### Register map, names as in the netlist, run 1

Scale: 12 px per um.
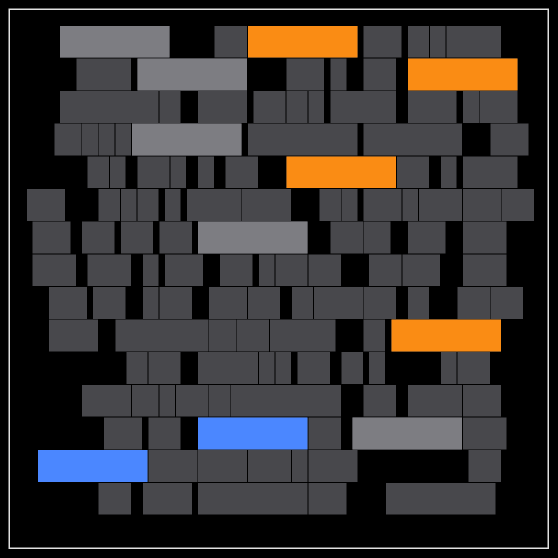
### Placed cells, one colour a class, run 1

Scale: 6 px per um.
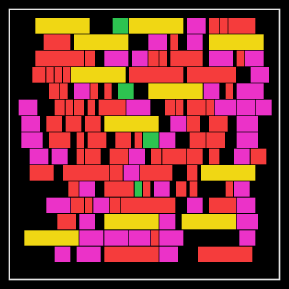
### Metal layers overlaid, run 1

Scale: 8 px per um. Two of the layers only.
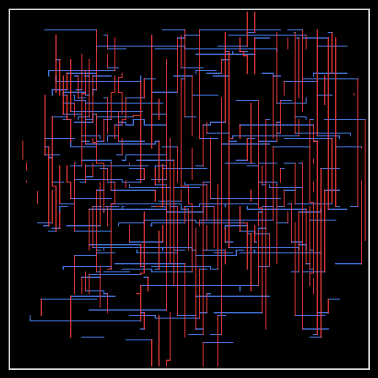
### Cell placement, run 1

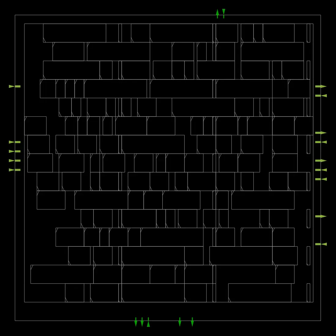
==> config.mk <==
export PLATFORM = sky130hd
export DESIGN_NAME = accum_ctrl_nbit
export DESIGN_NICKNAME = d
export VERILOG_FILES = /design/src/rtl/accum_ctrl_nbit.sv
export SDC_FILE = /design/constraint.sdc
export NUM_CORES = 1
export LEC_CHECK = 0
export CORE_UTILIZATION = 42
export DETAILED_ROUTE_END_ITERATION = 12
export GPL_ROUTABILITY_DRIVEN = 0
export PLACE_DENSITY = 0.78
export SYNTH_ARGS = -nofsm -noshare
export SYNTH_HDL_FRONTEND = slang
export SYNTH_SLANG_ARGS = --single-unit
==> constraint.sdc <==
create_clock -name clk -period 1.6 [get_ports clk]
set_clock_uncertainty 0.15 [all_clocks]
set_input_delay 0.32 -clock clk [delete_from_list [all_inputs] [get_ports clk]]
set_output_delay 0.32 -clock clk [all_outputs]
set_load 0.005 [all_outputs]
==> notes.md, run 1 <==
run results: clock buffer depth 2, register area around 280 um^2, cell count after synthesis slightly above 80, number of pins exceeding their max-slew limit in the final report 0, vias per std cell between 4 and 5, residual overflow from global routing 0, relative contribution of the clock network to total power roughly 8.7%, AO/OA Area Share roughly a quarter, area reported by Yosys stat ~770 um^2, number of buffers added by the clock tree synthesis step 3, cell area after synthesis about 770 um^2, group drawing the most power combinational logic, delay of the slowest critical-path stage 0.41 ns, Area growth, synth to finish 70.9%, Die Outline Area between 0.002 and 0.0025 mm^2, path category of the worst min-delay check in -> async, Final Total Pwr around 2.3 mW, switching portion of total power 39.4%, clock tree root driver cell sky130_fd_sc_hd__clkbuf_4, cell count in the Yosys report approximately 83, hold violation count in the final report 0, total setup violations reported at the end of the flow 10, Clock Sinks 11, logic depth of the worst path, buffers included 7, Antenna diodes 0, CP max-delay cell sky130_fd_sc_hd__dfrtp_1, relative contribution of combinational cells to total power between 60% and 70%, highest-count logic cell in the final layout sky130_fd_sc_hd__buf_4, 1st-pass router iterations 4, status complete, but fails checks, register bit total from synthesis 11, Synth Seq Share 35.8%, ratio of cells with drive above 1 in the final layout just under 40%, max-slew headroom at the worst pin 81.1%, commonest cells after routing, fill and taps aside sky130_fd_sc_hd__buf_4, sky130_fd_sc_hd__nand2_1, sky130_fd_sc_hd__dfrtp_1, MI comb area roughly 540 um^2, fraction of area in clock buffers and inverters 2.00%, failing checks negative setup slack, Final Worst Setup Slack -0.178 ns, number of antenna violations at the first check in global routing 0, # placed instances roughly 140, Worst-Margin Slew 0.282 ns, Die W ~45 um, series of cell instances along the critical path buf_6 -> buf_6 -> ha_4 -> mux2_4 -> o211ai_4 -> a22o_2 -> a21o_1, required arrival time at the worst endpoint 1.62 ns, number of violations of the max-capacitance limit 0, vertical die dimension between 40 and 50 um
-- 'Register map, names as in the netlist' (at the start) --
Key: state_dbg = blue [sequential cells 2]; acc_out = orange [sequential cells 4]
Another 5 sequential cells are not coloured.
power consumed by sequential cells: 510 uW
post-layout utilization of the core: 76.2%

-- 'Placed cells, one colour a class' (at the start) --
Key: all other logic = red [cells 71, share of their area 45%]; clock drivers and dummy loads = green [cells 4, share of their area 2.0%]; other buffers and delay cells = magenta [cells 45, share of their area 31%]; flip-flops = yellow [cells 11, share of their area 21%]
sequential portion of the cell area: 20.9%
area of the core: 0.00173 mm^2
total non-filler cell area in the finished layout: 0.00132 mm^2
Std-Cell Rows: 15

-- 'Metal layers overlaid' (at the start) --
Key: met1 = blue [wire length 809 um]; met2 = red [wire length 1,150 um]
post-detailed-route wirelength per cell: 13.1 um
total global-route track usage: 21.1%
total number of vias: 779

-- 'Cell placement' (at the start) --
inserted tap cell count: 25
Finished Layout Cells: 156
flop count: 11
tally of filler cells in the layout: 138

[run 1: Yosys cell counts (all sizes together)]
master	count	share of area, %
nor2b	1	0.81
o21a	1	0.98
o31ai	1	0.98
dfrtp	11	36
ha	9	15
nand3	1	0.65
xor2	2	2.3
or4	2	2.4
nand2	15	7.3
inv	10	4.9
o21ai	9	6.3
fa	1	2.6
a21o	2	2.0
o32a	1	1.5
o22ai	1	0.81
a21oi	5	3.3
a22o	2	2.4
o211ai	2	3.7
o31a	1	1.1
clkbuf	1	0.49
a22oi	1	0.98
mux2	1	1.5
nor3b	1	0.98
nand2b	2	1.6
[run 1: layer usage]
layer	vias up	share of wire, %	global-route usage [%]
met1	373	40	22.6
met2	21	56	42.9
met3	0	3.8	3.60
met4	0	0	3.64
met5	-	0	0
li1	385	-	-
### The metal 3 layer, run 1

Scale: 8 px per um.
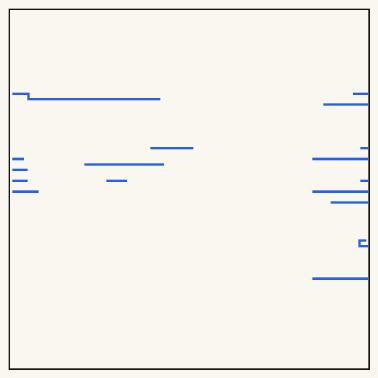

==> run 2: changes to the inputs <==
--- a/config.mk
+++ b/config.mk
@@ -6,9 +6,11 @@
 export NUM_CORES = 1
 export LEC_CHECK = 0
 export CORE_UTILIZATION = 42
+export CTS_CLUSTER_DIAMETER = 30
 export DETAILED_ROUTE_END_ITERATION = 12
 export GPL_ROUTABILITY_DRIVEN = 0
 export PLACE_DENSITY = 0.78
+export RECOVER_POWER = 25
 export SYNTH_ARGS = -nofsm -noshare
 export SYNTH_HDL_FRONTEND = slang
 export SYNTH_SLANG_ARGS = --single-unit
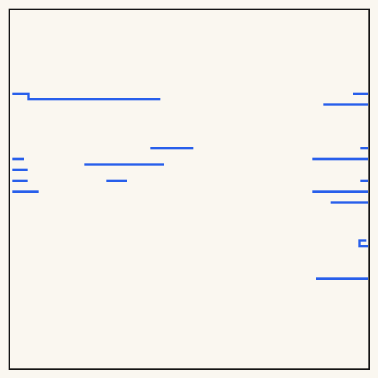
*The metal 3 layer, run 2*
Scale: 8 px per um.
The layer carries 77.7 um of wire. The longest straight run is 16.3 um.
sum of routed wire length over all layers: 2030 um
met3 Track Usage GR: 3.60%
total number of vias: 782

==> run 2 against run 1 <==
Combinational power about the same. Design area down 0.29%. First-iteration DRC count is the same. Area after synthesis did not move. Global-route usage stayed put. Via count increased by 0.39%. Critical path depth did not move. Sequential share of layout area increased by 0.060 points. The flow still finishes with violations (negative setup slack). Sequential cell count unchanged. Clock power hardly changed.
==> notes.md, run 2 <==
run results: max-slew headroom at the worst pin 57.0% (was 81.1%), post-synthesis async set-or-reset flop share 100% (unchanged), series of cell instances along the critical path buf_6 -> buf_6 -> ha_4 -> mux2_4 -> o211ai_4 -> a22o_2 -> a21o_1 (unchanged), total met3 wirelength after detailed routing 77 um (was 78 um), Synth Seq Share 35.8% (unchanged), total setup violations reported at the end of the flow 10 (unchanged), area reported by Yosys stat 769 um^2 (unchanged), 1st-pass router iterations 4 (unchanged), relative contribution of combinational cells to total power 69.0% (about the same), vertical die dimension 44.8 um (unchanged), total non-filler cell area in the finished layout 0.00131 mm^2 (was 0.00132 mm^2), ratio of cells with drive above 1 in the final layout 38.2% (was 38.9%), cell type contributing the most total cell area after synthesis sky130_fd_sc_hd__dfrtp_1 (unchanged), Std-Cell Rows 15 (unchanged), cell count in the Yosys report 83 (unchanged), number of pins exceeding their max-slew limit in the final report 0 (unchanged), Die W 44.8 um (unchanged), Worst-Margin Slew 0.645 ns (was 0.282 ns), logic depth of the worst path, buffers included 7 (unchanged), number of enable-type register cells in the synthesized netlist 0 (unchanged), cell area after synthesis 769 um^2 (unchanged), Clock Sinks 11 (unchanged), delay of the slowest critical-path stage 0.41 ns (about the same), most frequently used cell type in the post-synthesis netlist sky130_fd_sc_hd__nand2_1 (unchanged), Final Worst Setup Slack -0.178 ns (about the same), number of buffers added by the clock tree synthesis step 3 (unchanged), Met2 Wirelength 1150 um (about the same), residual overflow from global routing 0 (unchanged), failing checks negative setup slack (unchanged), Commonest cells post-synth sky130_fd_sc_hd__nand2_1, sky130_fd_sc_hd__dfrtp_1, sky130_fd_sc_hd__inv_1 (unchanged), required arrival time at the worst endpoint 1.62 ns (about the same), clock tree root driver cell sky130_fd_sc_hd__clkbuf_4 (unchanged), most used flip-flop cell after synthesis sky130_fd_sc_hd__dfrtp_1 (unchanged), cell count after synthesis 83 (unchanged), clock buffer depth 2 (unchanged), register bit total from synthesis 11 (unchanged), status complete, but fails checks (unchanged), CP max-delay cell sky130_fd_sc_hd__dfrtp_1 (unchanged), DRT met1 WL 806 um (was 808 um), # placed instances 141 (unchanged), power consumed by sequential cells 510 uW (about the same), Finished Layout Cells 156 (unchanged), grt peak-use layer met2 (unchanged)
[run 2: cells by family after synthesis]
| family | after synthesis | synth area share [%] |
|---|---|---|
| compound gates | 26 | 24.1 |
| xor+xnor | 2 | 2.28 |
| fa+ha+maj | 10 | 17.2 |
| buf+inv | 11 | 5.37 |
| flops | 11 | 35.8 |
| mux | 1 | 1.46 |
| simple gates | 22 | 13.8 |
[run 2: area by class of cell]
type | count | area (um^2)
multi-input cells | 61 | 544
fillers | 138 | 415
repair buffers | 45 | 397
flip-flops and latches | 11 | 275
inverters | 10 | 37.5
well taps | 25 | 31.3
clock buffers | 4 | 26.3
[run 2: repair_timing]
item | 4_1_cts | 5_1_grt
buffers inserted | 9 | 3
pin swaps | 12 | 12
gates resized | 35 | 12
setup endpoints to repair | 17 | 15
Power figures rest on the tool's default switching activity, not on a simulated workload.
